**config.mk**
```make
export PLATFORM = sky130hd
export DESIGN_NAME = crc8_tx_append
export DESIGN_NICKNAME = d
export VERILOG_FILES = /design/src/rtl/crc8_tx_append.sv
export SDC_FILE = /design/constraint.sdc
export NUM_CORES = 1
export LEC_CHECK = 0
export ABC_AREA = 0
export CAP_MARGIN = 20
export CORE_ASPECT_RATIO = 0.7
export CORE_MARGIN = 5
export CORE_UTILIZATION = 37
export DETAILED_ROUTE_END_ITERATION = 8
export GPL_TIMING_DRIVEN = 0
export PLACE_DENSITY = 0.62
export SYNTH_ARGS = -nofsm -noshare
export SYNTH_HDL_FRONTEND = slang
export SYNTH_SLANG_ARGS = --single-unit
```
**constraint.sdc**
```tcl
create_clock -name clk -period 2 [get_ports clk]
set_input_delay 0.3 -clock clk [delete_from_list [all_inputs] [get_ports clk]]
set_output_delay 0.3 -clock clk [all_outputs]
set_load 0.02 [all_outputs]
```
**src/rtl/crc8_tx_append.sv**
```systemverilog
// CRC-8 transmit appender: passes payload bytes through a single output
// register and appends the running CRC as a final byte marked by o_last.
module crc8_tx_append #(
  parameter int DATA_LENGTH       = 32,
  parameter int DATA_LENGTH_BYTES = DATA_LENGTH / 8
) (
  input  logic       clk,
  input  logic       reset,
  input  logic       i_valid,
  input  logic [7:0] i_data,
  input  logic       i_last,
  output logic       o_ready,
  output logic       o_valid,
  output logic [7:0] o_data,
  output logic       o_last,
  input  logic       i_ready,
  output logic [7:0] o_crc8,
  output logic       o_done,
  output logic       o_trunc
);

  localparam int CW = $clog2(DATA_LENGTH_BYTES + 1);
  localparam logic [7:0] CRC_INIT = 8'h0D;
  localparam logic [7:0] CRC_POLY = 8'hC6;

  typedef enum logic [1:0] {
    PASS,
    APPEND,
    FLUSH
  } state_t;

  state_t state, state_nx;

  logic [CW-1:0] count;
  logic          trunc_q;
  logic          out_free;
  logic          at_max;
  logic          load_pay;
  logic          load_crc;

  function automatic logic [7:0] crc8_byte(
    input logic [7:0] c_in,
    input logic [7:0] d
  );
    logic [7:0] c;
    c = c_in;
    for (int i = 0; i < 8; i++) begin
      if (c[0] != d[i]) c = (c >> 1) ^ CRC_POLY;
      else              c = c >> 1;
    end
    return c;
  endfunction

  assign out_free = !o_valid || i_ready;
  assign at_max   = (count == CW'(DATA_LENGTH_BYTES - 1));

  always_ff @(posedge clk) begin
    if (reset) state <= PASS;
    else       state <= state_nx;
  end

  always_comb begin
    state_nx = state;
    o_ready  = 1'b0;
    o_done   = 1'b0;
    o_trunc  = 1'b0;
    load_pay = 1'b0;
    load_crc = 1'b0;
    unique case (state)
      PASS: begin
        o_ready = out_free && !reset;
        if (i_valid && out_free && !reset) begin
          load_pay = 1'b1;
          if (i_last || at_max) state_nx = APPEND;
        end
      end
      APPEND: begin
        if (out_free) begin
          load_crc = 1'b1;
          state_nx = FLUSH;
        end
      end
      FLUSH: begin
        if (o_valid && i_ready && !reset) begin
          o_done   = 1'b1;
          o_trunc  = trunc_q;
          state_nx = PASS;
        end
      end
      default: state_nx = PASS;
    endcase
  end

  always_ff @(posedge clk) begin
    if (reset) begin
      o_valid <= 1'b0;
      o_data  <= 8'h00;
      o_last  <= 1'b0;
      o_crc8  <= CRC_INIT;
      count   <= '0;
      trunc_q <= 1'b0;
    end else begin
      if (o_valid && i_ready) begin
        o_valid <= 1'b0;
        o_last  <= 1'b0;
      end
      if (load_pay) begin
        o_valid <= 1'b1;
        o_data  <= i_data;
        o_last  <= 1'b0;
        o_crc8  <= crc8_byte(o_crc8, i_data);
        count   <= count + CW'(1);
        trunc_q <= !i_last && at_max;
      end
      if (load_crc) begin
        o_valid <= 1'b1;
        o_data  <= o_crc8;
        o_last  <= 1'b1;
      end
      // frame closed: rearm for the next one
      if (o_done) begin
        o_crc8  <= CRC_INIT;
        count   <= '0;
        trunc_q <= 1'b0;
      end
    end
  end

endmodule

```
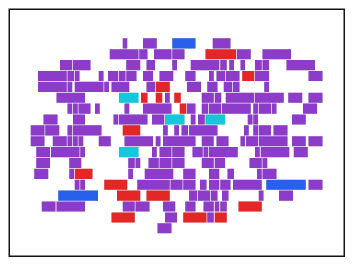
**Above:** sizing map.
Scale: 4 px per um.
x2: drawn in red, cells 16. x1 and smaller: drawn in purple, cells 167. x6 and larger: drawn in cyan, cells 4. x3 and x4: drawn in blue, cells 3.
Final Cell Area: 1860 um^2
final setup margin: 0.126 ns
Area Growth Syn to Fin: 33.6%
Buffers, non-clock: 40

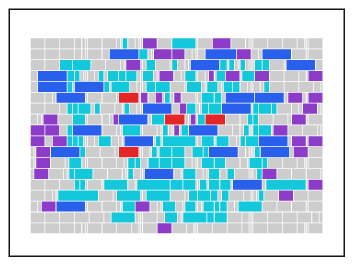
**Above:** cells colored by class.
Scale: 4 px per um. Fill, decap, tap and diode cells in gray.
remaining logic cells: drawn in cyan, cells 122, share of their area 50%. remaining buffers and delay cells: drawn in purple, cells 40, share of their area 20%. clock drivers and dummy loads: drawn in red, cells 4, share of their area 3.1%. registers: drawn in blue, cells 24, share of their area 27%.
sequential portion of the cell area: 0.258
Rows: 18
core area: 3580 um^2
fin util: 0.521

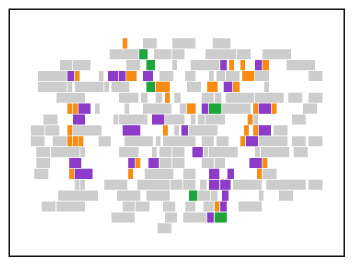
**Above:** selected gate families.
Scale: 4 px per um.
aoi and oai cells: drawn in purple, cells 29. nand cells: drawn in orange, cells 31, most used nand2_1. and/or cells: drawn in green, cells 6.
logic share of the area: 0.484
fin cells: 240
most used logic cell in the final layout: clkdlybuf4s50_1

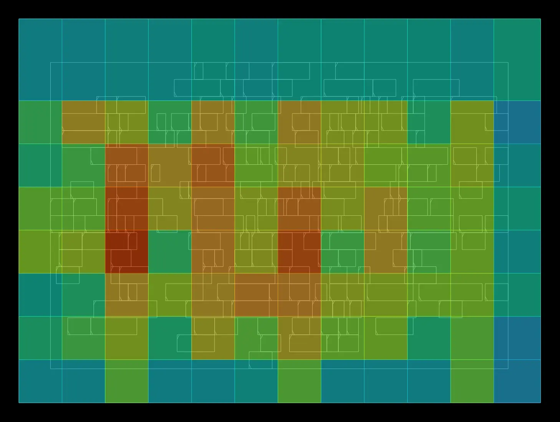
**Above:** track usage over the die.
met3 usage: 0.0468
GRT Total Usage: 0.145
GR peak layer: met2
met2 global-route usage: 0.235

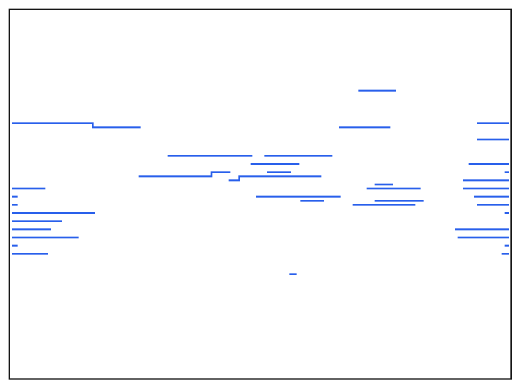
**Above:** the metal 3 layer.
Scale: 6 px per um.
The layer holds 7.2% of the routed length. 35 nets have wire on it. The wires run mostly horizontal. The layer carries 264 um of wire. The longest straight run is 13.8 um.
DR vias: 1,253
DRT Wirelength: 3660 um

[power groups by stage]
stage | Sequential (mW) | Combinational (mW) | Clock (mW)
floorplan | 0.645 | 0.508 | 0
global placement | 0.598 | 0.762 | 0
detailed placement | 0.599 | 0.775 | 0
CTS | 0.590 | 0.780 | 0.337
global route | 0.599 | 0.833 | 0.374
finish | 0.591 | 0.782 | 0.329
[state kept, by name, summed over array words and instances, names as in the netlist]
| name | flops |
|---|---|
| o_valid | 1 |
| o_crc8 | 8 |
| o_last | 1 |
| trunc_q | 1 |
| count | 3 |
| state | 2 |
| o_data | 8 |
[final timing paths]
kind | startpoint | endpoint | slack (ns)
hold reg to reg | trunc_q | trunc_q | 0.46
hold / removal | reset | o_data[7] | 0.43
setup reg to reg | o_crc8[5] | o_crc8[4] | 0.23
setup / recovery | i_data[5] | o_crc8[4] | 0.13
[routing by layer]
layer / part of all wire / vias to the layer above
met5: 0 / -
met4: 0.0022 / 0
met3: 0.072 / 2
met2: 0.45 / 51
met1: 0.48 / 594
li1: - / 606
[per-stage QoR]
stage               utilization  cell area (um^2)  hold WS [ns]  setup TNS (ns)
CTS                       0.515              1850         0.468          -0.144
finish                    0.521              1860         0.430               0
floorplan                     -              1400         0.372               0
global placement          0.499              1790         0.440           -2.57
global route              0.521              1860         0.426               0
detailed placement        0.499              1790         0.456           -3.78
[area by class of cell]
| class | count | area (um^2) | share of cell area |
|---|---|---|---|
| Multi-Input combinational cell | 121 | 902 | 0.484 |
| Buffer | 7 | 30.0 | 0.0161 |
| Tap cell | 50 | 62.6 | 0.0336 |
| Inverter | 1 | 3.75 | 0.00201 |
| Timing Repair Buffer | 33 | 329 | 0.177 |
| Clock buffer | 4 | 55.1 | 0.0295 |
| Sequential cell | 24 | 482 | 0.258 |
==> Slide: Implementation Results <==
Implementation Results

Clock tree
  • Num CTS Buffers: 3
  • Bufs on Longest Clock Path: 2
  • CTS clk-pin slew, worst paths: 0.08 ns
  • H-tree level count: 1
  • Hold buffer count at CTS: 0

Global routing
  • Initial antenna violation count: 0
  • Number of global-route vias before repair: 1,138
  • M1 GR Usage: 0.197
  • First-pass GRT wire length: 5880 um

STA
  • Fmax: approximately 530 MHz
  • Post-layout period usage: 0.937
  • Clock skew: about 0.0047 ns
  • Slew headroom: 0.632
  • RSZ-0062 raised after global routing: no

Setup path
  • Startpoint types: input pin
  • Bufs and invs on worst path: 1
  • Crit path cell chain: clkdlybuf4s50_1 -> xnor2_2 -> xnor2_1 -> xnor3_1 -> a211oi_2
  • Kind of critical path: input pin to register
  • WP depth: 5

Placement
  • Input/output buffers: 33
  • HPWL Detailed: 2790 um
  • Post-Place Cells: 236

Yosys
  • Cell type with the largest total area: dfxtp_1
  • Adder Area Share: 0.0179
  • Syn Std Cell Area: 1400 um^2
  • Commonest cells post-synth: dfxtp_1, nand2_1, xnor2_1
  • Area leader share: 0.344
  • Post-synthesis mux area share: 0.00717
  • Ys flop type: dfxtp_1
  • Post-synth ARST share: 0
  • Post-synth net total: 168

Power
  • Flop pwr share: 0.347
  • Leakage: 0.688 nW
  • Fraction of power spent switching nets: 0.354
  • VDD IR-drop max: 457 uV
  • Combinational share of power: 0.459
  • Cell Int Power: 1.10 mW

Min path
  • Hold Crit Depth: 2

Finish
  • Layout cell share with drive strength beyond 1: 0.121

Job
  • Max Cap Violations: 0

Drt
  • DR iter-0 viols: between 90 and 100

Outcome
  • Status: finished, final reports clean

Floorplan
  • Initial core utilization: 0.390
  • Die W: 83.4 um
No activity file was given, so power comes from the tool's default toggle rates.
